**The clock network**

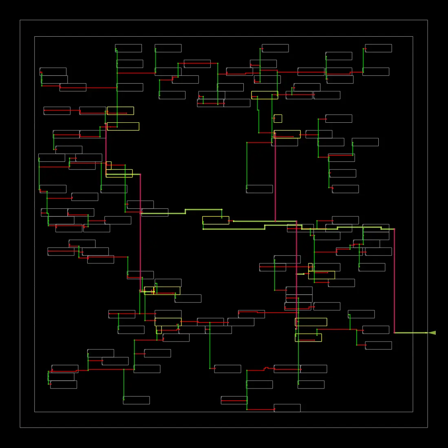
**Cell sizes after repair**

Bar = 50 um.
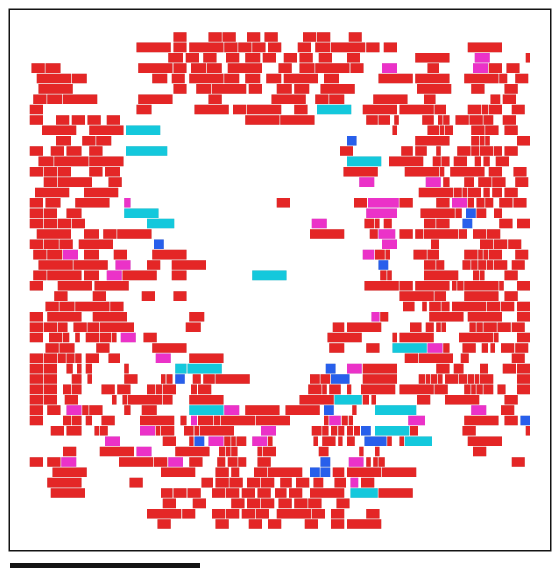
**Clock network drawn from the DEF**

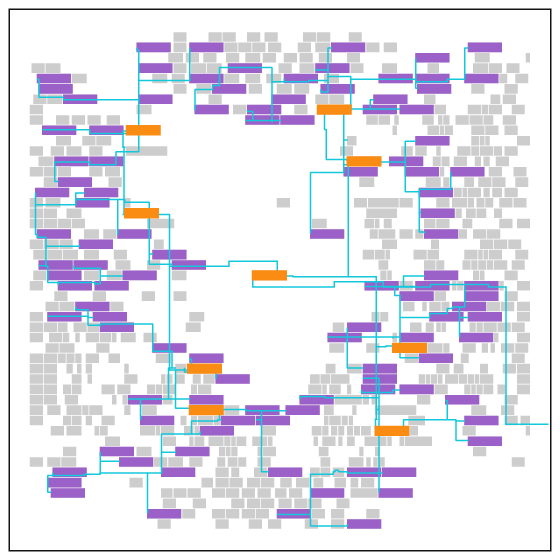
**Where the registers sit**

Bar = 50 um. Other sequential cells in the stronger grey, the rest of the logic in the fainter grey.
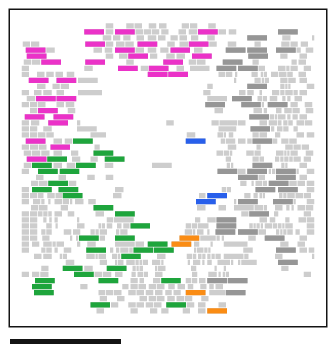
**Cell classes on the final placement**

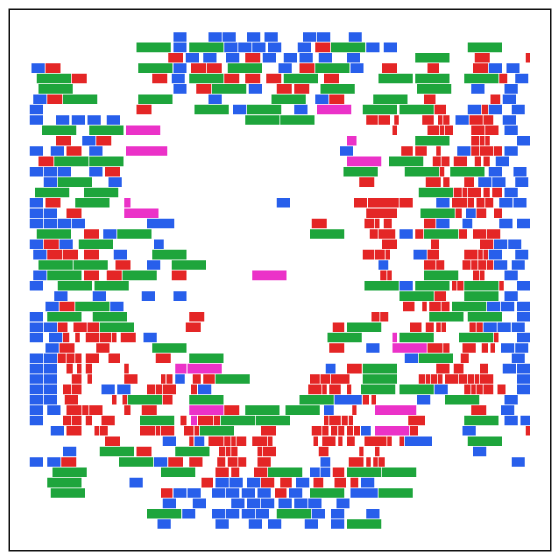
Design dmem_access_unit_flat, sky130hd; sources not shown.
==> Changelog: implementation <==
## Implementation

* Lkg Pwr at 3.26 nW
* Most instantiated library cell after synthesis: dfrtp_1
* Final Hold Fails at 0
* Basic Gates by Area at 9.59%
* Pre-CTS setup slack at 0.265 ns
* Slew margin rel. at 41.2%
* Worst path arrival time at 1.98 ns
* Die y size at 142 um
* Die area at 0.0201 mm^2
* Total CTS buffers at 9
* Vias per inst at 4.92
* Clk slew on worst S/H paths at 0.07 ns
* Setup Viol. Count Final at 0
* Top Layer Used: met4
* Top cell excl fill/tap: clkdlybuf4s50_1
* Total power draw at 7.66 mW
* First-pass GRT wire length at 25,100 um
* XOR/XNOR Area Share at 0.168%
* AO/OA Area Share at 12.8%
* Setup Total Neg Slack at 0 ns
* Status: complete, no violations
* Post-layout nets at 748
* Total tool warning count at 26
* Seq share, synth at 51.9%
* Unrepaired setup endpoints after global routing: no
* Synthesized area at 0.00521 mm^2
* Met2 Use GR at 25.7%
* Routed vias at 4,291
* Final WL at 15,700 um
* Root Driver: clkbuf_16
* Post-cts resize count at 0
* Crit-path cells: nand2b_1 > nor2_1 > clkdlybuf4s50_1
* Yosys adder share at 0%
* Drt pass-1 iters at 4
* FP Util at 30.3%
* Post-route DRC violation count at 0
* 1st-iter DRT viols at 198
* Min-Delay Path Class: in2async
* Slowest CP cell: clkdlybuf4s50_1
* Critical Path End Type: output pin
* CTS Buffer Depth at 2
* CP Launch Type: flip-flop
* TritonCTS clock tree: yes
* Final slew viol count at 0
* Post-synth top area cell: dfrtp_1
* Postcts setup bufs at 0
* Placement Cell Area at 0.00753 mm^2
* Setup CP Type: reg2out
* Post-DRT Antenna Nets at 0
* Largest net degree at the start of global routing at 57
-- 'the clock network' (at the start) --
P_clk: 1.27 mW
clkbuf count: 9
CTS sink cnt: 108

-- 'cell sizes after repair' (at the start) --
_6 and larger: marked cyan, cells 16, share 2.5%. _3 and _4 cells: marked blue, cells 16, share 2.5%. _0 and _1 cells: marked red, cells 579, share 89%. _2 cells: marked magenta, cells 37, share 5.7%.
Synth-to-Final Area Change: 50.7%
buffers outside the clock class: 222
setup slack after layout: 0.220 ns
design area: 0.00785 mm^2

-- 'clock network drawn from the DEF' (at the start) --
clock drivers: marked orange, count 9. flip-flops: marked purple, count 108. clock wires: marked cyan, length 1,440 um.
Position of the flops: spread over the die. There are 10 routed clock nets.
power share of the clock group: 16.5%
Clock Latency Late Sink: 0.35 ns

-- 'where the registers sit' (at the start) --
u_core.funct3_q: marked blue, flops 3. u_core.dmem.dmem_wdata: marked green, flops 32. u_core.dmem.dmem_address: marked magenta, flops 30. u_core.dmem.dmem_mbe: marked orange, flops 4, where bottom centre.
Seq/total area: 34.4%
sequential power: 2.35 mW
FF/Latch Area: 0.00270 mm^2
Final Util: 45.7%

-- 'cell classes on the final placement' (at the start) --
flops: marked green, cells 108. clock drivers and dummy loads: marked magenta, cells 16. combinational and other logic: marked red, cells 302. other buffers and delay cells: marked blue, cells 222.
Placement Rows: 48
Core Footprint: 0.0172 mm^2

==> critical path: cells and delay by family, from the launching register on <==
family / cells / cell delay (ns)
buffers and inverters: 1 / 0.84
DFF: 1 / 0.39
and+or+nand+nor: 2 / 0.40
==> where the power goes <==
| part | internal [mW] | total [mW] | switching [mW] |
|---|---|---|---|
| registers | 1.98 | 2.35 | 0.373 |
| clock network | 0.729 | 1.27 | 0.539 |
| logic | 1.49 | 4.04 | 2.55 |
==> cell type report <==
class | instances | area, um^2
clock buffer | 9 | 225
fill | 1565 | 9330
tap | 225 | 282
sequential | 108 | 2700
multi-input combinational | 298 | 2300
timing repair buffer | 222 | 2230
inverter | 4 | 15.0
clock inverter | 7 | 90.1
Power is estimated from default activity; no workload was simulated.
